m1.png
(1 px per um) Supply wires on this layer in grey.
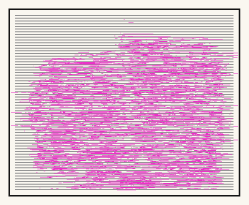
m3.png
(2 px per um)
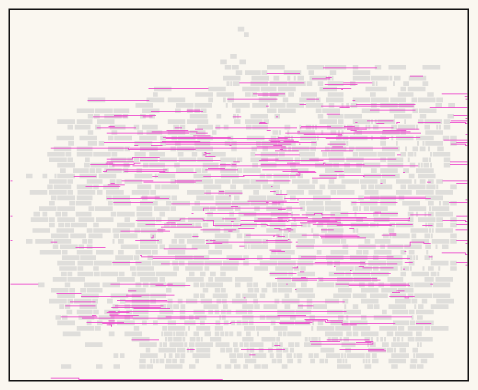
clock_wires.png
(1.5 px per um)
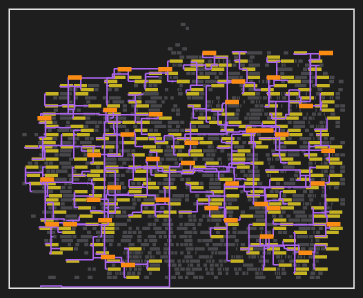
clock_nets.png
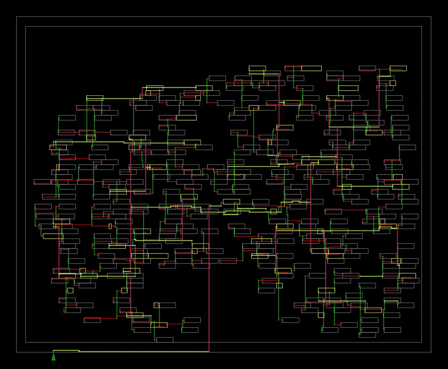
[config.mk]
export PLATFORM = sky130hd
export DESIGN_NAME = regfile_mp
export DESIGN_NICKNAME = d
export VERILOG_FILES = /design/src/rtl/cpu_pkg.sv /design/src/rtl/regfile_rdport.sv /design/src/rtl/regfile_mp.sv
export SDC_FILE = /design/constraint.sdc
export NUM_CORES = 1
export LEC_CHECK = 0
export CORE_ASPECT_RATIO = 0.8
export CORE_MARGIN = 5
export CORE_UTILIZATION = 40
export CTS_BUF_LIST = sky130_fd_sc_hd__clkbuf_8 sky130_fd_sc_hd__clkbuf_16
export CTS_CLUSTER_DIAMETER = 40
export DETAILED_ROUTE_END_ITERATION = 10
export SKIP_LAST_GASP = 1
export SYNTH_ARGS = -nofsm -noshare
export SYNTH_HDL_FRONTEND = slang
export SYNTH_SLANG_ARGS = --single-unit
[constraint.sdc]
create_clock -name clk -period 2.7 [get_ports clk]
set_input_delay 0.81 -clock clk [delete_from_list [all_inputs] [get_ports clk]]
set_output_delay 0.81 -clock clk [all_outputs]
set_load 0.03 [all_outputs]
[src/rtl/cpu_pkg.sv]
// rtl/cpu_pkg.sv - shared CPU datapath types and default widths
package cpu_pkg;

  localparam int RF_DATA_W = 16;
  localparam int RF_ADDR_W = 4;

  typedef enum logic {
    IDLE  = 1'b0,
    CLEAR = 1'b1
  } rf_clr_state_t;

endpackage

[src/rtl/regfile_rdport.sv]
// rtl/regfile_rdport.sv - one registered read port with write-to-read forwarding
module regfile_rdport #(
  parameter int DATA_W = 16,
  parameter int ADDR_W = 4
) (
  input  logic              i_clk,
  input  logic              i_rst_n,
  input  logic              i_rse,
  input  logic [ADDR_W-1:0] i_raddr,
  input  logic [DATA_W-1:0] i_rdata,
  input  logic              i_fwd_we,
  input  logic [ADDR_W-1:0] i_fwd_addr,
  input  logic [DATA_W-1:0] i_fwd_data,
  input  logic              i_busy,
  output logic [DATA_W-1:0] o_rsdata,
  output logic              o_rsvalid
);

  logic              w_hit;
  logic [DATA_W-1:0] r_data;
  logic              r_valid;

  // i_fwd_we is already qualified as an accepted write by the top level
  assign w_hit = i_fwd_we && (i_fwd_addr == i_raddr);

  always_ff @(posedge i_clk or negedge i_rst_n) begin
    if (!i_rst_n) begin
      r_data  <= '0;
      r_valid <= 1'b0;
    end else if (i_rse && !i_busy) begin
      r_data  <= w_hit ? i_fwd_data : i_rdata;
      r_valid <= 1'b1;
    end else begin
      r_valid <= 1'b0;
    end
  end

  assign o_rsdata  = r_data;
  assign o_rsvalid = r_valid;

endmodule

[src/rtl/regfile_mp.sv]
// rtl/regfile_mp.sv - multi-read-port register file with sequenced clear
// Optional REGFILE_R0_ZERO_EN: register 0 hardwired to zero.
module regfile_mp
  import cpu_pkg::*;
#(
  parameter int DATA_W = RF_DATA_W,
  parameter int ADDR_W = RF_ADDR_W,
  parameter int NUM_RD = 2
) (
  input  logic                     clk,
  input  logic                     rst,
  input  logic                     we,
  input  logic [ADDR_W-1:0]        waddr,
  input  logic [DATA_W-1:0]        wdata,
  input  logic [NUM_RD-1:0]        rse,
  input  logic [NUM_RD*ADDR_W-1:0] rsaddr,
  output logic [NUM_RD*DATA_W-1:0] rsdata,
  output logic [NUM_RD-1:0]        rsvalid,
  input  logic                     clr,
  output logic                     busy
);

  localparam int DEPTH = 1 << ADDR_W;

  logic [DATA_W-1:0] r_mem [DEPTH];
  rf_clr_state_t     r_state;
  logic [ADDR_W-1:0] r_cnt;
  logic              r_busy;
  logic              w_idle;
  logic              w_wr_acc;

  assign w_idle = (r_state == IDLE);

`ifdef REGFILE_R0_ZERO_EN
  assign w_wr_acc = we && w_idle && !clr && (waddr != '0);
`else
  assign w_wr_acc = we && w_idle && !clr;
`endif

  always_ff @(posedge clk or negedge rst) begin
    if (!rst) begin
      for (int i = 0; i < DEPTH; i++) begin
        r_mem[i] <= '0;
      end
      r_state <= IDLE;
      r_cnt   <= '0;
      r_busy  <= 1'b0;
    end else begin
      case (r_state)
        IDLE: begin
          if (clr) begin
            r_state <= CLEAR;
            r_cnt   <= '0;
            r_busy  <= 1'b1;
          end else if (w_wr_acc) begin
            r_mem[waddr] <= wdata;
          end
        end
        CLEAR: begin
          r_mem[r_cnt] <= '0;
          r_cnt        <= r_cnt + ADDR_W'(1);
          if (r_cnt == ADDR_W'(DEPTH - 1)) begin
            r_state <= IDLE;
            r_busy  <= 1'b0;
          end
        end
        default: begin
          r_state <= IDLE;
          r_busy  <= 1'b0;
        end
      endcase
    end
  end

  assign busy = r_busy;

  for (genvar g = 0; g < NUM_RD; g++) begin : g_rd
    logic [ADDR_W-1:0] w_raddr;
    logic [DATA_W-1:0] w_rdata;

    assign w_raddr = rsaddr[g*ADDR_W +: ADDR_W];
`ifdef REGFILE_R0_ZERO_EN
    assign w_rdata = (w_raddr == '0) ? '0 : r_mem[w_raddr];
`else
    assign w_rdata = r_mem[w_raddr];
`endif

    regfile_rdport #(
      .DATA_W(DATA_W),
      .ADDR_W(ADDR_W)
    ) u_rdport (
      .i_clk      (clk),
      .i_rst_n    (rst),
      .i_rse      (rse[g]),
      .i_raddr    (w_raddr),
      .i_rdata    (w_rdata),
      .i_fwd_we   (w_wr_acc),
      .i_fwd_addr (waddr),
      .i_fwd_data (wdata),
      .i_busy     (!w_idle),
      .o_rsdata   (rsdata[g*DATA_W +: DATA_W]),
      .o_rsvalid  (rsvalid[g])
    );
  end

endmodule

==> reports/metrics.sh <==
NUMBER_OF_TAPCELLS=495
FIRST_GLOBAL_VIAS=11428
SYNTH_FLOP_COUNT=296
REQUIRED_PS=1890
GRT-OVFL-TOTAL=0
MAX_SLEW_MARGIN_PCT=17.9
FINALSETUPTNS_PS=0
STATUS='finished, final reports clean'
POWER_FRAC_SEQ_PCT=38.2
PLACEMENT.CELL_AREA_UM2=17300
DRT-WIRELENGTH-PER-CELL_UM=28.7
MULTI_INPUT_COMB_AREA_UM2=7190
SYNTHADDERAREAFRAC_PCT=0.408
WORST-PATH-BUF-INV=1
GRT_PASS1_WL_MM=75.3
YOSYSMOSTFREQUENTCELL='sky130_fd_sc_hd__a22o_1'
WORSTSETUPPATHDEPTH=1
DOMINANTREGCELLSYNTH='sky130_fd_sc_hd__dfrtp_1'
COMB_CELL_POWER_mW=3.97
DR.FIRST_ITER.DRC_COUNT=1265
SIGNAL_BUFFERS_SHARE_OF_AREA_PCT=10.5
XOR_AREA_SHARE_PCT=0.572
REGISTER_AREA_UM2=7410
SHARE_OF_YOSYS_CELL_AREA_CLAIMED_BY_THE_TOP_AREA_CELL_TYPE_PCT=48.4
GLOBALROUTETOTALUTIL_PCT=23.4
OPENROAD.WARNINGS=30
FMAX_GHz=0.408
POWERSEQ_mW=5.88
POSTROUTEANTENNANETS=0
FINAL_AREA_UM2=18600
WORST-PATH-MAX-FANOUT=2
PIN_COUNT=69
FINALWEIGHTEDCONGESTION=0.845
SYN_INST=1113
YOSYS.STAT.CHIPAREA_UM2=15300
MAXSLEWVIOLCOUNT=0
R2R_SETUP_SLACK_PS=440
POST_SYNTH_MAIN_LOGIC_FAMILY='AND-OR/OR-AND gates'
SYNTH_SIMPLE_GATE_AREA_SHARE_PCT=5.16
FIRSTDRTPASSITERS=7
WHS_PS=202
LAYOUT.NON_CLOCK_BUFFERS=184
POWER.LARGEST_GROUP='sequential cells'
YS_ASYNC_SR_FRACTION_PCT=100
TRITONCTS='yes'
YOSYSWARNINGCOUNT=0
POWER_REPORT.INTERNAL_TOTAL_mW=10.4
LARGEST_REG_BY_FF_COUNT='r_mem'
CTS.CLK_SLEW.WORST_PATHS_PS=50
CRITICAL-PATH-MAX-STAGE-DELAY_PS=700
TIGHTESTPINTRANSITION_PS=1230
POST_LAYOUT_NONFILLER_INSTANCES=1733
YS_SH_MUX_PCT=19.9
MAPPEDNETLISTNETS=1152
FINALHOLDVIOLCOUNT=0
COMB_SHARE_PCT=38.6
MULTIINPUTCOMBCELLCOUNT=668
FILL_CELLS=3209
VIAS_PER_CELL=6.53
CLOCK_TREE_AREA_FRACTION_PCT=7.46
SYNTH.LIB_CELLS_USED.DISTINCT=37
FINALCRITICALPERIOD_PS=2450
CTS_SETUP_BUFFERS=0
ENABLE_FLOP_CELLS=0
PEAKVDDDROP_mV=0.381
FLOP_SHARE_OF_THE_AREA_PCT=39.7
POWER.SHARE.COMBINATIONAL_PCT=25.8
LOGIC_INVERTERS=21
TIMING.CRITICAL_PATH.ARRIVAL_PS=1640
CLOCK_BUFFERS=45
POST_CTS_RESIZE_COUNT=0
PATH_DELAY_FAMILY='buffers and inverters'
CP_CLASS='reg2out'
PWR_DENSITY_CELL_nW_PER_UM2=826
NETLIST.TOP_CELL.BY_AREA='sky130_fd_sc_hd__dfrtp_1'
CLOCK_NET_POWER_mW=5.55
R2R.WORST_PATH.CELLS=4
WORST_SETUP_PATH_START_KIND='flop'
POWER_SWITCHING_SHARE_PCT=32.1
SYN2LAYOUT_AREA_GROWTH_PCT=21.7
CTS_INSERTED_BUFFERS=39
DP.CELLS=1664
SETUP_VIOL=0
About m1.png:
The layer carries 21.9 mm of wire. The longest straight run is 82.8 um. The wires run mostly horizontal. The layer holds 44% of the routed length. 1163 nets have wire on it.
Detailed Route WL: 49.8 mm
met1 demand-to-capacity share in global routing: 34.8%
via count of the routed design: 11320

About m3.png:
196 nets have wire on it. The layer holds 11% of the routed length.
met3 layer usage reported by global route: 7.80%

About clock_wires.png:
Yellow stands for flip-flops, count 296. Purple stands for clock wires, length 4090 um. Orange stands for clock-net drivers, count 39.
There are 40 routed clock nets.
Final Skew: 27.9 ps
clock share of power: 36.0%
latest clock arrival within the worst-skew pair: 570 ps

About clock_nets.png:
CTS sink count: 296
number of sequential cells in the layout: 296

==> placed cells by master, fill, tap and decap left out, types with 2 or more instances in the layout <==
| cell type | synthesis | layout |
|---|---|---|
| sky130_fd_sc_hd__bufinv_16 | 0 | 6 |
| sky130_fd_sc_hd__clkdlybuf4s50_1 | 0 | 63 |
| sky130_fd_sc_hd__ha_1 | 5 | 5 |
| sky130_fd_sc_hd__nor4_4 | 4 | 4 |
| sky130_fd_sc_hd__buf_4 | 6 | 87 |
| sky130_fd_sc_hd__mux2i_1 | 16 | 16 |
| sky130_fd_sc_hd__mux4_2 | 128 | 128 |
| sky130_fd_sc_hd__nor4_1 | 2 | 2 |
| sky130_fd_sc_hd__xor2_1 | 9 | 9 |
| sky130_fd_sc_hd__clkbuf_8 | 0 | 5 |
| sky130_fd_sc_hd__nor2_1 | 38 | 38 |
| sky130_fd_sc_hd__nand2_1 | 56 | 56 |
| sky130_fd_sc_hd__buf_12 | 0 | 33 |
| sky130_fd_sc_hd__o21ai_0 | 7 | 7 |
| sky130_fd_sc_hd__clkbuf_16 | 0 | 40 |
| sky130_fd_sc_hd__and2_1 | 3 | 3 |
| sky130_fd_sc_hd__nor3_4 | 12 | 12 |
| sky130_fd_sc_hd__inv_1 | 21 | 24 |
| sky130_fd_sc_hd__a21o_1 | 3 | 3 |
| sky130_fd_sc_hd__o221ai_1 | 32 | 32 |
| sky130_fd_sc_hd__nor2b_1 | 4 | 4 |
| sky130_fd_sc_hd__dfrtp_1 | 296 | 296 |
| sky130_fd_sc_hd__inv_6 | 0 | 6 |
| sky130_fd_sc_hd__a22o_1 | 304 | 304 |
| sky130_fd_sc_hd__nand2b_1 | 5 | 5 |
| sky130_fd_sc_hd__o22ai_1 | 2 | 2 |
| sky130_fd_sc_hd__clkinvlp_4 | 0 | 5 |
| sky130_fd_sc_hd__o21ai_1 | 10 | 10 |
| sky130_fd_sc_hd__a21oi_2 | 15 | 15 |
| sky130_fd_sc_hd__nand3_1 | 4 | 4 |
| sky130_fd_sc_hd__clkinv_4 | 0 | 2 |
==> final timing paths <==
path | endpoint | start
worst max-delay path | rsdata[25] | g_rd[1].u_rdport.o_rsdata[9]$_DFFE_PN0P_
worst min register to register | g_rd[1].u_rdport.o_rsdata[13]$_DFFE_PN0P_ | g_rd[1].u_rdport.o_rsdata[13]$_DFFE_PN0P_
worst max register to register | r_mem[162]$_DFFE_PN0P_ | r_state$_DFF_PN0_
max in group asynchronous | g_rd[1].u_rdport.o_rsdata[15]$_DFFE_PN0P_ | rst
worst min-delay path | r_mem[193]$_DFFE_PN0P_ | rst
min in group clk | g_rd[1].u_rdport.o_rsdata[13]$_DFFE_PN0P_ | g_rd[1].u_rdport.o_rsdata[13]$_DFFE_PN0P_
==> layer usage <==
| metal | up-vias | track usage (%) | share of wire, % |
|---|---|---|---|
| li1 | 4656 | - | - |
| met1 | 5974 | 34.8 | 44 |
| met2 | 593 | 32.7 | 42 |
| met3 | 97 | 7.80 | 11 |
| met4 | 0 | 6.95 | 2.7 |
| met5 | - | 0 | 0 |
Power and IR drop assume default switching activity.
